layer_met1.png
Cells faint in the background.
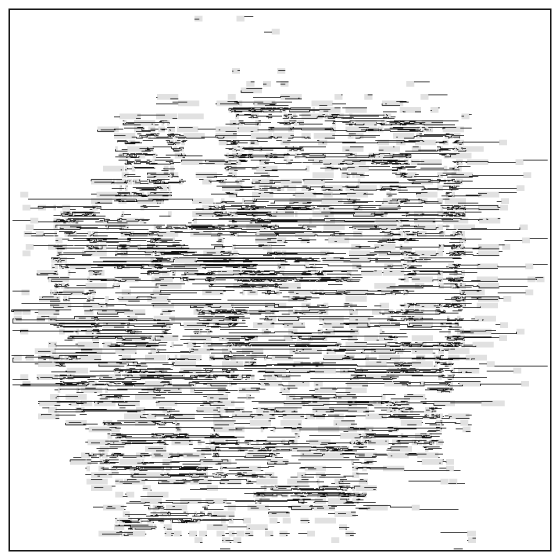
layer_met2.png
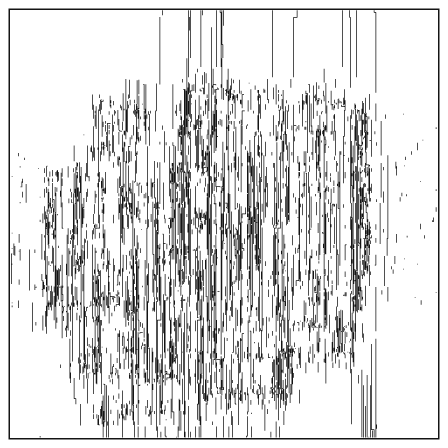
layer_met4.png
Cells faint in the background.
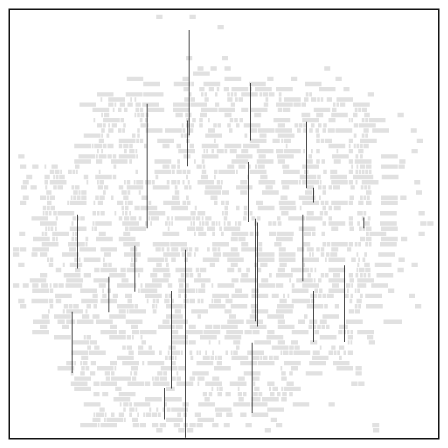
### config.mk
export PLATFORM = sky130hd
export DESIGN_NAME = uart_frame_builder
export DESIGN_NICKNAME = d
export VERILOG_FILES = /design/src/rtl/uart_frame_builder.sv
export SDC_FILE = /design/constraint.sdc
export NUM_CORES = 1
export LEC_CHECK = 0
export CORE_UTILIZATION = 26
export CTS_BUF_LIST = sky130_fd_sc_hd__clkbuf_8 sky130_fd_sc_hd__clkbuf_16
export CTS_CLUSTER_DIAMETER = 60
export DETAILED_ROUTE_END_ITERATION = 10
export GPL_TIMING_DRIVEN = 0
export PLACE_DENSITY = 0.47
export SLEW_MARGIN = 5
export SYNTH_ARGS = -nofsm -noshare
export SYNTH_HDL_FRONTEND = slang
export SYNTH_SLANG_ARGS = --single-unit
### constraint.sdc
create_clock -name clock -period 10.85 [get_ports clock]
set_clock_uncertainty 0.1 [all_clocks]
set_input_delay 2.17 -clock clock [delete_from_list [all_inputs] [get_ports clock]]
set_output_delay 2.17 -clock clock [all_outputs]
set_load 0.05 [all_outputs]
### src/rtl/uart_frame_builder.sv
// uart_frame_builder: parses 12-byte UART frames (sync, id, 8 data, xor checksum)
// and launches them to a CAN transmitter through a one-deep pending buffer.
module uart_frame_builder #(
  parameter logic [7:0] SYNC_BYTE   = 8'hA5,
  parameter int         TIMEOUT_CYC = 10000,
  parameter int         GUARD_CYC   = 110
) (
  input  logic        clock,
  input  logic        reset,
  input  logic [7:0]  rx_data,
  input  logic        rx_valid,
  output logic [11:0] Can_ID_Bus,
  output logic [63:0] can_tx_data_bus,
  output logic        Frame_ready,
  output logic        Load_frame_datareg,
  output logic        T_frame,
  output logic        busy,
  output logic        frame_err,
  output logic        overrun
);
  localparam int TW = $clog2(TIMEOUT_CYC + 1);
  localparam int GW = $clog2(GUARD_CYC + 1);
  localparam logic [2:0] HUNT = 3'd0, ID_HI = 3'd1, ID_LO = 3'd2, DATA = 3'd3, CSUM = 3'd4;
  localparam logic [1:0] IDLE = 2'd0, LOAD = 2'd1, FIRE = 2'd2, GUARD = 2'd3;
  logic [2:0]    ps_q, ps_d, idx_q, idx_d;
  logic [7:0]    x_q, x_d;
  logic [11:0]   sid_q, sid_d, pid_q, pid_d, id_q, id_d;
  logic [63:0]   sdat_q, sdat_d, pdat_q, pdat_d, dat_q, dat_d;
  logic [TW-1:0] tmo_q, tmo_d;
  logic [GW-1:0] gcnt_q, gcnt_d;
  logic [1:0]    ls_q, ls_d;
  logic          pend_q, pend_d, err_q, err_d, ovr_q, ovr_d;
  logic          timeout, good, bad, launch, store;
  always_comb begin
    tmo_d   = rx_valid ? '0 : (tmo_q == TW'(TIMEOUT_CYC)) ? tmo_q : tmo_q + 1'b1;
    timeout = !rx_valid && ps_q != HUNT && tmo_q == TW'(TIMEOUT_CYC - 1);
    good    = rx_valid && ps_q == CSUM && rx_data == x_q;
    bad     = rx_valid && ps_q == CSUM && rx_data != x_q;
    ps_d    = ps_q;
    idx_d   = idx_q;
    x_d     = x_q;
    sid_d   = sid_q;
    sdat_d  = sdat_q;
    if (timeout) ps_d = HUNT;
    else if (rx_valid)
      case (ps_q)
        HUNT: begin
          ps_d = (rx_data == SYNC_BYTE) ? ID_HI : HUNT;
          x_d  = '0;
        end
        ID_HI: begin
          sid_d[11:8] = rx_data[3:0];
          x_d         = rx_data;
          ps_d        = ID_LO;
        end
        ID_LO: begin
          sid_d[7:0] = rx_data;
          x_d        = x_q ^ rx_data;
          idx_d      = '0;
          ps_d       = DATA;
        end
        DATA: begin
          sdat_d[{idx_q, 3'b000} +: 8] = rx_data;
          x_d   = x_q ^ rx_data;
          idx_d = idx_q + 1'b1;
          ps_d  = (idx_q == 3'd7) ? CSUM : DATA;
        end
        default: ps_d = HUNT;
      endcase
  end
  // A frame completing while idle launches straight from the shadow; one that
  // completes on the cycle the pending frame launches takes the freed slot.
  always_comb begin
    launch = ls_q == IDLE && (pend_q || good);
    store  = good && (pend_q ? launch : !launch);
    pend_d = store || (pend_q && !launch);
    pid_d  = store ? sid_q : pid_q;
    pdat_d = store ? sdat_q : pdat_q;
    id_d   = launch ? (pend_q ? pid_q : sid_q) : id_q;
    dat_d  = launch ? (pend_q ? pdat_q : sdat_q) : dat_q;
    err_d  = bad || timeout;
    ovr_d  = good && pend_q && !launch;
    gcnt_d = (ls_q == GUARD) ? gcnt_q + 1'b1 : '0;
    ls_d   = ls_q == IDLE ? (launch ? LOAD : IDLE) :
             ls_q == LOAD ? FIRE :
             ls_q == FIRE ? GUARD :
             (gcnt_q == GW'(GUARD_CYC - 1)) ? IDLE : GUARD;
  end
  always_ff @(posedge clock or posedge reset) begin
    if (reset) begin
      ps_q   <= HUNT;
      idx_q  <= '0;
      x_q    <= '0;
      sid_q  <= '0;
      sdat_q <= '0;
      tmo_q  <= '0;
      pend_q <= 1'b0;
      pid_q  <= '0;
      pdat_q <= '0;
      id_q   <= '0;
      dat_q  <= '0;
      ls_q   <= IDLE;
      gcnt_q <= '0;
      err_q  <= 1'b0;
      ovr_q  <= 1'b0;
    end else begin
      ps_q   <= ps_d;
      idx_q  <= idx_d;
      x_q    <= x_d;
      sid_q  <= sid_d;
      sdat_q <= sdat_d;
      tmo_q  <= tmo_d;
      pend_q <= pend_d;
      pid_q  <= pid_d;
      pdat_q <= pdat_d;
      id_q   <= id_d;
      dat_q  <= dat_d;
      ls_q   <= ls_d;
      gcnt_q <= gcnt_d;
      err_q  <= err_d;
      ovr_q  <= ovr_d;
    end
  end
  assign Can_ID_Bus         = id_q;
  assign can_tx_data_bus    = dat_q;
  assign Frame_ready        = ls_q == LOAD;
  assign Load_frame_datareg = ls_q == LOAD;
  assign T_frame            = ls_q == FIRE;
  assign busy               = ls_q != IDLE;
  assign frame_err          = err_q;
  assign overrun            = ovr_q;
endmodule

==> report_table.html <==
<!-- implementation run metrics -->
<table>
<tr><th>Metric</th><th>Value</th></tr>
<tr><th colspan="2">Finish</th></tr>
<tr><td>Number of nets in the final layout</td><td>1,324</td></tr>
<tr><td>Comb area</td><td>0.005698 sq mm</td></tr>
<tr><td>Dominant logic cell type in the layout</td><td>sky130_fd_sc_hd__dfrtp_1</td></tr>
<tr><th colspan="2">Hold path</th></tr>
<tr><td>End point of the most critical hold path</td><td>pdat_q[39]$_DFFE_PP0P_</td></tr>
<tr><th colspan="2">Setup path</th></tr>
<tr><td>Number of cell instances on the worst register-to-register path</td><td>5</td></tr>
<tr><td>Count of buffer and inverter cells on the critical path</td><td>3</td></tr>
<tr><td>End of the worst register-to-register path</td><td>Can_ID_Bus[11]$_DFFE_PP0P_</td></tr>
<tr><td>Worst setup path endpoint</td><td>busy</td></tr>
<tr><td>Type of origin of the critical path</td><td>flop</td></tr>
<tr><th colspan="2">Synthesis</th></tr>
<tr><td>Register share after synthesis</td><td>0.5174</td></tr>
<tr><td>Library cell with the largest summed area after synthesis</td><td>sky130_fd_sc_hd__dfrtp_1</td></tr>
<tr><td>Area fraction in compound gates after synthesis</td><td>0.1181</td></tr>
<tr><td>Most area-consuming cells after synthesis</td><td>sky130_fd_sc_hd__dfrtp_1 52%, sky130_fd_sc_hd__mux2_2 8.8%, sky130_fd_sc_hd__a311oi_1 5.1%, sky130_fd_sc_hd__mux2_1 4.1%, sky130_fd_sc_hd__nand3b_1 2.7%</td></tr>
<tr><td>Post-synth ARST share</td><td>1.000</td></tr>
<tr><th colspan="2">CTS</th></tr>
<tr><td>Max clock buf depth</td><td>3</td></tr>
<tr><td>Number of buffers inserted to repair setup after CTS</td><td>0</td></tr>
<tr><td>TritonCTS clock tree</td><td>yes</td></tr>
<tr><td>CTS HTree Levels</td><td>2</td></tr>
<tr><td>Clock transition time at the flip-flop clock pins of the worst setup and hold paths</td><td>0.06 ns</td></tr>
<tr><th colspan="2">Power and ir drop</th></tr>
<tr><td>Clock Power Share</td><td>0.449</td></tr>
<tr><td>Leak pwr</td><td>between 0.006 and 0.007 uW</td></tr>
<tr><td>Flop pwr share</td><td>0.425</td></tr>
<tr><td>Overall power of the completed layout</td><td>~2600 uW</td></tr>
<tr><td>Cell-internal power</td><td>between 1500 and 2000 uW</td></tr>
<tr><td>Net Sw Power</td><td>717.3 uW</td></tr>
<tr><th colspan="2">Global routing</th></tr>
<tr><td>Global-route met3 utilization</td><td>0.02581</td></tr>
<tr><td>Vias in the first global route</td><td>~10,000</td></tr>
<tr><th colspan="2">Die</th></tr>
<tr><td>Area of the chip</td><td>0.05075 sq mm</td></tr>
<tr><td>TAP cells</td><td>664</td></tr>
<tr><th colspan="2">Routing</th></tr>
<tr><td>DRC violation count after routing</td><td>0</td></tr>
<tr><td>Post-route antenna net violation count</td><td>0</td></tr>
<tr><td>Met2 wire length</td><td>18.53 mm</td></tr>
<tr><td>Drt pass-1 iters</td><td>5</td></tr>
<tr><th colspan="2">Status</th></tr>
<tr><td>Status</td><td>completed</td></tr>
</table>
-- layer_met1.png (at the start) --
wire length on this layer: 19,200 um
nets with wire on the layer: 1,225
longest straight run: 87.4 um
share of all routed wire: 48%
main direction: horizontal

-- layer_met2.png (at the start) --
share of all routed wire: 46%
nets with wire on the layer: 1,136
longest straight run: 105 um
main direction: vertical
wire length on this layer: 18,500 um
GR Util met2: 0.2559
Total Routed Length: 40.26 mm
via total after detailed routing: 10,030

-- layer_met4.png (at the start) --
main direction: vertical
longest straight run: 98.6 um
wire length on this layer: 767 um

Power is estimated from default activity; no workload was simulated.
